==> src/rtl/uart_pkg.sv <==
// Shared definitions for mmio_uart_tx: register offsets (word index), STATUS bit
// positions and the serializer state type.
package uart_pkg;

    localparam logic [1:0] OFF_TXDATA  = 2'd0;
    localparam logic [1:0] OFF_STATUS  = 2'd1;
    localparam logic [1:0] OFF_BAUDDIV = 2'd2;
    localparam logic [1:0] OFF_TOHOST  = 2'd3;

    localparam int unsigned ST_BUSY  = 0;
    localparam int unsigned ST_FULL  = 1;
    localparam int unsigned ST_EMPTY = 2;
    localparam int unsigned ST_OVF   = 3;
    localparam int unsigned ST_COUNT = 8;

    typedef enum logic [1:0] {IDLE, START, DATA, STOP} uart_state_e;

endpackage

==> src/rtl/mmio_uart_tx_if.sv <==
// Data-memory bus slice seen by mmio_uart_tx; the core is master, the UART is slave.
interface mmio_uart_tx_if;

    logic        mem_we;
    logic        mem_re;
    logic [31:0] mem_addr;
    logic [31:0] mem_wdata;
    logic [3:0]  mem_be;
    logic        sel;
    logic [31:0] mem_rdata;

    modport master (
        output mem_we, mem_re, mem_addr, mem_wdata, mem_be, sel,
        input  mem_rdata
    );

    modport slave (
        input  mem_we, mem_re, mem_addr, mem_wdata, mem_be, sel,
        output mem_rdata
    );

endinterface

==> src/rtl/uart_tx_serializer.sv <==
// 8N1 serializer: pops a byte when idle or on the last stop cycle, then shifts
// start, 8 data bits LSB first and stop, each lasting div cycles (0 treated as 1).
module uart_tx_serializer
    import uart_pkg::*;
(
    input  logic        clk,
    input  logic        reset,
    input  logic [15:0] div,
    input  logic        valid,
    input  logic [7:0]  data,
    output logic        pop,
    output logic        tx,
    output logic        busy,
    output logic        busy_nxt_c
);

    uart_state_e r_state;
    logic [15:0] r_cnt;
    logic [2:0]  r_bit;
    logic [7:0]  r_shreg;
    logic        r_tx;
    logic        r_busy;

    logic [15:0] w_div;
    logic        w_bit_end;
    logic        w_pop;
    logic        w_busy_nxt;

    assign w_div      = (div == 16'd0) ? 16'd1 : div;
    assign w_bit_end  = (r_cnt == 16'd1);
    assign w_pop      = valid && ((r_state == IDLE) || ((r_state == STOP) && w_bit_end));
    // Lets the parent register irq_empty in the same cycle BUSY drops.
    assign w_busy_nxt = w_pop || ((r_state != IDLE) && !((r_state == STOP) && w_bit_end));

    always_ff @(posedge clk) begin
        if (reset) begin
            r_state <= IDLE;
            r_cnt   <= 16'd0;
            r_bit   <= 3'd0;
            r_shreg <= 8'd0;
            r_tx    <= 1'b1;
            r_busy  <= 1'b0;
        end else begin
            r_busy <= w_busy_nxt;
            case (r_state)
                IDLE: begin
                    if (valid) begin
                        r_shreg <= data;
                        r_cnt   <= w_div;
                        r_tx    <= 1'b0;
                        r_state <= START;
                    end
                end
                START: begin
                    if (w_bit_end) begin
                        r_cnt   <= w_div;
                        r_bit   <= 3'd0;
                        r_tx    <= r_shreg[0];
                        r_state <= DATA;
                    end else begin
                        r_cnt <= r_cnt - 16'd1;
                    end
                end
                DATA: begin
                    if (w_bit_end) begin
                        r_cnt <= w_div;
                        if (r_bit == 3'd7) begin
                            r_tx    <= 1'b1;
                            r_state <= STOP;
                        end else begin
                            r_bit   <= r_bit + 3'd1;
                            r_shreg <= r_shreg >> 1;
                            r_tx    <= r_shreg[1];
                        end
                    end else begin
                        r_cnt <= r_cnt - 16'd1;
                    end
                end
                STOP: begin
                    if (w_bit_end) begin
                        if (valid) begin
                            r_shreg <= data;
                            r_cnt   <= w_div;
                            r_tx    <= 1'b0;
                            r_state <= START;
                        end else begin
                            r_state <= IDLE;
                        end
                    end else begin
                        r_cnt <= r_cnt - 16'd1;
                    end
                end
                default: r_state <= IDLE;
            endcase
        end
    end

    assign pop        = w_pop;
    assign tx         = r_tx;
    assign busy       = r_busy;
    assign busy_nxt_c = w_busy_nxt;

endmodule

==> src/rtl/mmio_uart_tx.sv <==
// Memory-mapped UART transmitter: register decode, TX FIFO and serializer.
// Optional TOHOST register and test_done/test_code ports under UART_TOHOST_EN.
module mmio_uart_tx #(
    parameter logic [31:0] BASE_ADDR   = 32'h1000_0000,
    parameter int unsigned FIFO_DEPTH  = 8,
    parameter logic [15:0] DEFAULT_DIV = 16'd868
) (
    input  logic          clk,
    input  logic          reset,
    mmio_uart_tx_if.slave bus,
    output logic          tx,
    output logic          irq_empty
`ifdef UART_TOHOST_EN
    ,
    output logic          test_done,
    output logic [31:0]   test_code
`endif
);

    import uart_pkg::*;

    localparam int unsigned PTR_W = $clog2(FIFO_DEPTH) + 1;
    localparam int unsigned AW    = PTR_W - 1;

    logic [PTR_W-1:0] r_wptr, r_rptr;
    logic [7:0]       r_mem [FIFO_DEPTH];
    logic             r_ovf;
    logic [15:0]      r_div;
    logic             r_irq_empty;

    logic [PTR_W-1:0] w_wptr_nxt, w_rptr_nxt, w_count;
    logic [1:0]       w_off;
    logic             w_hit, w_wr, w_rd;
    logic             w_full, w_empty, w_push_req, w_push, w_pop;
    logic             w_busy, w_busy_nxt;
    logic [31:0]      w_status;
    logic             w_unused;

    assign w_hit   = bus.sel && (bus.mem_addr[31:4] == BASE_ADDR[31:4]);
    assign w_off   = bus.mem_addr[3:2];
    assign w_wr    = w_hit && bus.mem_we;
    assign w_rd    = w_hit && bus.mem_re;
    assign w_unused = ^{bus.mem_addr[1:0], bus.mem_be[3:2], bus.mem_wdata[31:16]};

    // Extra pointer MSB distinguishes full from empty.
    assign w_empty = (r_wptr == r_rptr);
    assign w_full  = (r_wptr[AW] != r_rptr[AW]) && (r_wptr[AW-1:0] == r_rptr[AW-1:0]);
    assign w_count = r_wptr - r_rptr;

    assign w_push_req = w_wr && (w_off == OFF_TXDATA) && bus.mem_be[0];
    assign w_push     = w_push_req && (!w_full || w_pop);
    assign w_wptr_nxt = r_wptr + PTR_W'(w_push);
    assign w_rptr_nxt = r_rptr + PTR_W'(w_pop);

    always_ff @(posedge clk) begin
        if (w_push) begin
            r_mem[r_wptr[AW-1:0]] <= bus.mem_wdata[7:0];
        end
    end

    always_ff @(posedge clk) begin
        if (reset) begin
            r_wptr      <= '0;
            r_rptr      <= '0;
            r_ovf       <= 1'b0;
            r_div       <= DEFAULT_DIV;
            r_irq_empty <= 1'b1;
        end else begin
            r_wptr <= w_wptr_nxt;
            r_rptr <= w_rptr_nxt;
            if (w_push_req && !w_push) begin
                r_ovf <= 1'b1;
            end else if (w_wr && (w_off == OFF_STATUS) && bus.mem_be[0] && bus.mem_wdata[ST_OVF]) begin
                r_ovf <= 1'b0;
            end
            if (w_wr && (w_off == OFF_BAUDDIV) && (bus.mem_be[1:0] != 2'b00)) begin
                r_div <= bus.mem_wdata[15:0];
            end
            r_irq_empty <= (w_wptr_nxt == w_rptr_nxt) && !w_busy_nxt;
        end
    end

`ifdef UART_TOHOST_EN
    logic        r_test_done;
    logic [31:0] r_tohost;

    always_ff @(posedge clk) begin
        if (reset) begin
            r_test_done <= 1'b0;
            r_tohost    <= 32'd0;
        end else if (w_wr && (w_off == OFF_TOHOST)) begin
            r_test_done <= 1'b1;
            r_tohost    <= bus.mem_wdata;
        end
    end

    assign test_done = r_test_done;
    assign test_code = r_tohost;
`endif

    always_comb begin
        w_status                     = 32'd0;
        w_status[ST_BUSY]            = w_busy;
        w_status[ST_FULL]            = w_full;
        w_status[ST_EMPTY]           = w_empty;
        w_status[ST_OVF]             = r_ovf;
        w_status[ST_COUNT +: PTR_W]  = w_count;
        bus.mem_rdata                = 32'd0;
        if (w_rd) begin
            case (w_off)
                OFF_STATUS:  bus.mem_rdata = w_status;
                OFF_BAUDDIV: bus.mem_rdata = {16'd0, r_div};
`ifdef UART_TOHOST_EN
                OFF_TOHOST:  bus.mem_rdata = r_tohost;
`endif
                default:     bus.mem_rdata = 32'd0;
            endcase
        end
    end

    uart_tx_serializer u_ser (
        .clk        (clk),
        .reset      (reset),
        .div        (r_div),
        .valid      (!w_empty),
        .data       (r_mem[r_rptr[AW-1:0]]),
        .pop        (w_pop),
        .tx         (tx),
        .busy       (w_busy),
        .busy_nxt_c (w_busy_nxt)
    );

    assign irq_empty = r_irq_empty;

endmodule
==> src/flat_wrapper.sv <==
// flat-port wrapper written by rule: the top's interface ports become plain ports
module mmio_uart_tx_flat import uart_pkg::*;
#(
    parameter logic [31:0] BASE_ADDR   = 32'h1000_0000,
    parameter int unsigned FIFO_DEPTH  = 8,
    parameter logic [15:0] DEFAULT_DIV = 16'd868
)
  (clk, reset, tx, irq_empty, bus_mem_we, bus_mem_re, bus_mem_addr, bus_mem_wdata, bus_mem_be, bus_sel, bus_mem_rdata);
  mmio_uart_tx_if bus_i ();
  input  logic clk;
  input  logic reset;
  output logic tx;
  output logic irq_empty;
  input wire logic [$bits(bus_i.mem_we)-1:0] bus_mem_we;
  input wire logic [$bits(bus_i.mem_re)-1:0] bus_mem_re;
  input wire logic [$bits(bus_i.mem_addr)-1:0] bus_mem_addr;
  input wire logic [$bits(bus_i.mem_wdata)-1:0] bus_mem_wdata;
  input wire logic [$bits(bus_i.mem_be)-1:0] bus_mem_be;
  input wire logic [$bits(bus_i.sel)-1:0] bus_sel;
  output wire logic [$bits(bus_i.mem_rdata)-1:0] bus_mem_rdata;
  assign bus_i.mem_we = bus_mem_we;
  assign bus_i.mem_re = bus_mem_re;
  assign bus_i.mem_addr = bus_mem_addr;
  assign bus_i.mem_wdata = bus_mem_wdata;
  assign bus_i.mem_be = bus_mem_be;
  assign bus_i.sel = bus_sel;
  assign bus_mem_rdata = bus_i.mem_rdata;
  mmio_uart_tx #(.BASE_ADDR(BASE_ADDR), .FIFO_DEPTH(FIFO_DEPTH), .DEFAULT_DIV(DEFAULT_DIV)) u_core (.clk(clk), .reset(reset), .bus(bus_i), .tx(tx), .irq_empty(irq_empty));
endmodule
==> config.mk <==
export PLATFORM = sky130hd
export DESIGN_NAME = mmio_uart_tx_flat
export DESIGN_NICKNAME = d
export VERILOG_FILES = /design/src/rtl/uart_pkg.sv /design/src/rtl/mmio_uart_tx_if.sv /design/src/rtl/uart_tx_serializer.sv /design/src/rtl/mmio_uart_tx.sv /design/src/flat_wrapper.sv
export SDC_FILE = /design/constraint.sdc
export NUM_CORES = 1
export LEC_CHECK = 0
export CORE_ASPECT_RATIO = 1.4
export CORE_MARGIN = 5
export CORE_UTILIZATION = 45
export CTS_CLUSTER_DIAMETER = 80
export DETAILED_ROUTE_END_ITERATION = 10
export GPL_TIMING_DRIVEN = 0
export PLACE_DENSITY = 0.72
export SLEW_MARGIN = 20
export SYNTH_ARGS = -nofsm -noshare
export SYNTH_HDL_FRONTEND = slang
export SYNTH_HIERARCHICAL = 1
export SYNTH_SLANG_ARGS = --single-unit
==> constraint.sdc <==
create_clock -name clk -period 5.7 [get_ports clk]
set_input_delay 1.425 -clock clk [delete_from_list [all_inputs] [get_ports clk]]
set_output_delay 1.425 -clock clk [all_outputs]
set_load 0.005 [all_outputs]
Run 1, met3 routing:
(2 px per um)
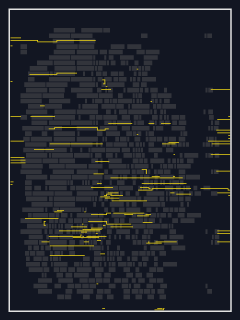
longest straight run = 35.9 um
main direction = horizontal

Run 1, signal metal coverage by tile:
(2 px per um) 22 x 30 tiles, from dark purple (low) to yellow (high), scaled to the fullest tile. Values are wire area over tile area, all layers added.
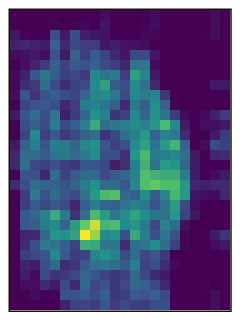
tiles over half the peak = 7.9%
nearly empty tiles = 27%
mean over tiles = 0.16

==> results.ini, run 1 <==
[synthesis]
post-synth-top-count-cell=edfxtp_1
synth.cellmix.compoundShare_pct=13.0
syn_inst=574
ys_chip_area_sq_um=6320
ys_cells=574
xor_share_pct=2.63
synthTopCellsByArea=edfxtp_1, dfxtp_1, mux4_2, ha_1, nor2_1
synth_cell_types=67
syn-cell-area_sq_um=6320
synth-adder-area-share_pct=4.08
ys_async_sr_fraction_pct=0

[placement]
hpwl_mm=12.2

[clock_network]
clk_pin_slew_ns=0.06
cts_tree=built
postCtsSetupBuffers=0
numCtsBuffers=17
insertion_delay_ns=0.41
clockRootBuffer=clkbuf_16

[pwr]
total_power_w=0.00312
p_leak_nw=2.83

[global_route]
grt_pass1_wl_mm=26.0
grt_use_total_pct=20.5
met1_usage_pct=22.8

[outcome]
outcome=finished clean

[drt]
postRouteWirelength_mm=16.4
antenna_left=0
met1Wirelength_mm=6.18
first_iter_violations=465

[die]
pin_count=107
fp_util_pct=45.6

[sta]
clock_skew_ns=0.0109
finalSetupViolCount=0
max_freq_mhz=186

[cells_and_area]
final_net_count=771
areaGrowthSynthToFinish_pct=25.6

[hold_path]
hold_start=u_core/u_ser/r_shreg[5]$_SDFFE_PP0P_

[setup_path]
r2r_cells=13
crit_path_cell_trace=clkdlybuf4s50_1 -> inv_1 -> ha_1 -> clkbuf_1 -> inv_1 -> nor4_2 -> and2_1 -> clkdlybuf4s50_1

Run 1, cell classes on the final placement:
(3 px per um)
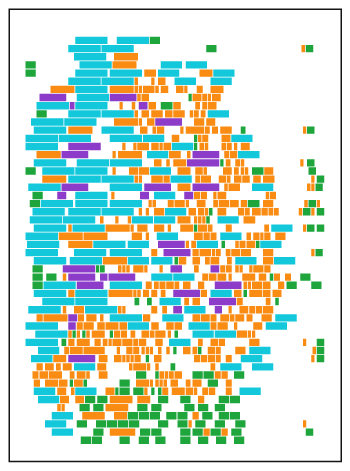
remaining buffers and delay cells -> green  # cells 122
remaining logic cells -> orange  # cells 416
clock drivers and dummy loads -> purple  # cells 32
registers -> cyan  # cells 121

-- run 1: stage by stage --
stage	utilization (%)	hold slack (ns)	instances
3_5_place_dp	52.9	0.446	844
5_1_grt	57.3	0.493	876
4_1_cts	57.3	0.459	876
6_report	57.3	0.457	876
2_1_floorplan	-	0.430	589
3_3_place_gp	52.8	0.440	844
-- run 1: layout make-up --
type                    count  area (sq um)
repair buffers             70           701
plain buffers              52           285
flip-flops and latches    121          3060
inverters                  29           109
multi-input cells         387          2930
well taps                 185           231
clock inverters            15           190
clock buffers              17           425
fillers                  1123          5910
-- run 1: report_power, final --
group / total, W / switching [W] / internal, W
Sequential: 0.00103 / 0.0000510 / 0.000977
Clock: 0.00112 / 0.000419 / 0.000698
Combinational: 0.000977 / 0.000510 / 0.000468
Total: 0.00312 / 0.000979 / 0.00214
==> run 1 -> run 2 <==
- CORE_UTILIZATION: 45 -> 54
- PLACE_DENSITY: 0.72 -> 0.84
- clock period: 5.7 -> 6.1 ns (I/O delays scaled with it)
Run 2, signal metal coverage by tile:
(3 px per um) 20 x 28 tiles, from dark purple (low) to yellow (high), scaled to the fullest tile. Values are wire area over tile area, all layers added.
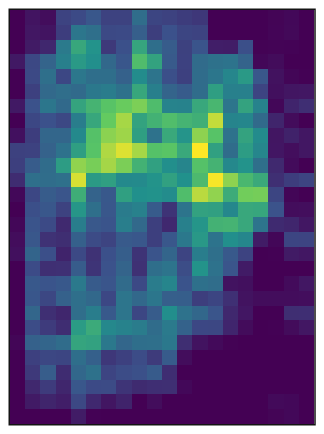
mean over tiles = 0.21
tiles over half the peak = 16%
nearly empty tiles = 21%

Run 2, drive-strength map:
(2 px per um)
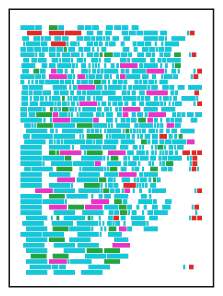
x6 and larger -> magenta  # cells 31, most used clkbuf_16
x3 and x4 -> red  # cells 24, most used buf_4
x2 -> green  # cells 48, most used mux4_2
x1 and smaller -> cyan  # cells 588, most used clkdlybuf4s50_1

==> results.ini, run 2 <==
[cells_and_area]
comb-cell-share_pct=37.3
nClkBuffers=18
fin_cells=835
areaGrowthSynthToFinish_pct=24.4
clockNetworkAreaShare_pct=7.50
ff_count=121
n_fill_cell=796
seq_area_sq_um=3060
final_net_count=771
logic_area_sq_um=2930
inverters=29
seq_share_pct=39.0
largest_class=registers
comb_cells=387

[drt]
drc_errors=0
met1Wirelength_mm=6.22
first_iter_violations=529
postRouteWirelength_mm=17.7

[pwr]
p_switching_w=0.000940
p_leak_nw=2.83
seqPwrFrac_pct=33.1
total_power_w=0.00290
sequentialPower_w=0.000960
clk-power_w=0.00101
swShare_pct=32.4
maxPowerGroup=the clock network
clkPwrFrac_pct=34.9
pwr-share-comb_pct=32.0

[sta]
finalSetupViolCount=0
max_freq_mhz=178
holdWs_ns=0.460

[global_route]
grt_pass1_wl_mm=27.7
met1_usage_pct=29.0
grt_use_total_pct=25.4

[die]
pin_count=107
dieArea_sq_um=14000
dieHeight_um=138
taps=144
fp_util_pct=55.5

[synthesis]
post-synth-top-count-cell=edfxtp_1
syn_inst=574
ys_async_sr_fraction_pct=0
ys_chip_area_sq_um=6320
synthTopCellsByArea=edfxtp_1, dfxtp_1, mux4_2, ha_1, nor2_1
synth_cell_types=67

[setup_path]
r2r_cells=13
crit_path_cell_trace=clkdlybuf4s50_1 -> inv_1 -> ha_1 -> clkbuf_1 -> inv_1 -> nor4_2 -> and2_1 -> clkdlybuf4s50_1

[placement]
hpwl_mm=12.4
dp_cells=803

[clock_network]
postCtsSetupBuffers=0
postCtsHoldBufs=0
cts_tree=built
clk_pin_slew_ns=0.06
insertion_delay_ns=0.42

[outcome]
outcome=finished clean

[hold_path]
hold_start=u_core/u_ser/r_shreg[6]$_SDFFE_PP0P_

run 2: netlist changes by cell type in the layout (fill, tap and decap cells not counted):
| cell | before | now |
|---|---|---|
| clkinvlp_4 | 3 | 0 |
| inv_6 | 5 | 8 |
| bufinv_16 | 3 | 2 |
| clkbuf_1 | 26 | 27 |
| clkinv_2 | 1 | 2 |
| clkinv_4 | 2 | 1 |
run 2: cells by family (layout without fill, tap and decap cells):
group                      count (synthesis)  in the layout  share of synthesized area (%)
adders and majority gates                 20             20                           4.08
xor gates and xnor gates                  19             19                           2.63
muxes                                     36             36                           9.07
and+or+nand+nor                          183            183                           16.5
other                                      1             16                         0.0593
DFF                                      121            121                           48.5
AOI/OAI and AO/OA                        113            113                           13.0
buffers and inverters                     81            183                           6.24
==> run 2 -> run 3 <==
- CTS_CLUSTER_SIZE: default -> 14
Run 3, drive-strength map:
(2 px per um)
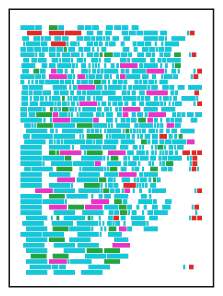
x1 and smaller -> cyan  # cells 588, most used clkdlybuf4s50_1
x3 and x4 -> red  # cells 24, most used buf_4
x2 -> green  # cells 48, most used mux4_2
x6 and larger -> magenta  # cells 31, most used clkbuf_16

Run 3, clock wiring as the flow saved it:
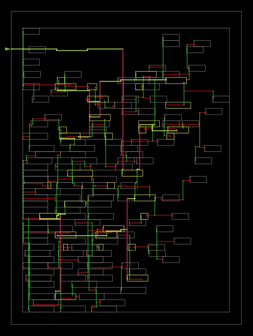
cts bufs inserted: 17
P_clk: 0.00101 W
clock sink count: 121
clk_skew: 0.00943 ns

==> results.ini, run 3 <==
[pwr]
sequentialPower_w=0.000960
seqPwrFrac_pct=33.1
swShare_pct=32.4
intPower_w=0.00196
maxPowerGroup=the clock network
total_power_w=0.00290
p_switching_w=0.000940
pwr-share-comb_pct=32.0
clkPwrFrac_pct=34.9
p_leak_nw=2.83
power_density_nw_per_um2=369
pg_comb_w=0.000929

[cells_and_area]
n_fill_cell=796
final_common_cell=clkdlybuf4s50_1
final_net_count=771
areaGrowthSynthToFinish_pct=24.4
diodes=0
fin_cells=835
final_util_pct=69.0

[outcome]
outcome=finished clean

[synthesis]
ys_cells=574
ys_chip_area_sq_um=6320
ys_async_sr_fraction_pct=0
synth_cell_types=67
syn_area_per_cell_sq_um=11.0
post-synth-top-count-cell=edfxtp_1
syn_inst=574
syn-cell-area_sq_um=6320
synthTopCellsByArea=edfxtp_1, dfxtp_1, mux4_2, ha_1, nor2_1

[sta]
slew_headroom_pct=41.0
worst_pin_slew_ns=0.881
timing.final.crit_period_ns=5.62
holdWs_ns=0.460
finalSetupViolCount=0
max_freq_mhz=178

[clock_network]
postCtsHoldBufs=0
clk_pin_slew_ns=0.06
clockRootBuffer=clkbuf_16
postCtsSetupBuffers=0
cts_tree=built
insertion_delay_ns=0.42
cts_resized=0

[die]
dieArea_sq_um=14000
fp_util_pct=55.5
pin_count=107
dieHeight_um=138

[hold_path]
hold_start=u_core/u_ser/r_shreg[6]$_SDFFE_PP0P_
hold_end=u_core/u_ser/r_shreg[6]$_SDFFE_PP0P_

[global_route]
grt_pass1_wl_mm=27.7
grt_use_met2_pct=45.2
grt_use_total_pct=25.4
met1_usage_pct=29.0
grt_max_degree=17
first_global_vias=5249

[drt]
drc_errors=0
first_iter_violations=529
met1Wirelength_mm=6.22
postRouteWirelength_mm=17.7
antenna_left=0

[placement]
placed_cell_area_sq_um=7260
post-place-ws_ns=0.545
hpwl_mm=12.4
dp_cells=803

[setup_path]
r2r_cells=13
crit_family=buffers and inverters
critPathLaunchType=input port
crit_path_cell_trace=clkdlybuf4s50_1 -> inv_1 -> ha_1 -> clkbuf_1 -> inv_1 -> nor4_2 -> and2_1 -> clkdlybuf4s50_1

==> run 3: cell type report <==
type / instances / area [sq um] / area share (%)
sequential: 121 / 3060 / 39.0
inverter: 29 / 109 / 1.38
clock inverter: 14 / 160 / 2.04
buffer: 52 / 285 / 3.63
clock buffer: 18 / 429 / 5.46
timing repair buffer: 70 / 701 / 8.91
multi-input combinational: 387 / 2930 / 37.3
tap: 144 / 180 / 2.29
==> run 3: cell families (layout without fill, tap and decap cells) <==
group           Yosys count  in the layout  share of synthesized area (%)
compound gates          113            113                           13.0
xor+xnor                 19             19                           2.63
fa+ha+maj                20             20                           4.08
buf+inv                  81            183                           6.24
flops                   121            121                           48.5
mux                      36             36                           9.07
other cells               1             16                         0.0593
simple gates            183            183                           16.5
No activity file was given, so power comes from the tool's default toggle rates.
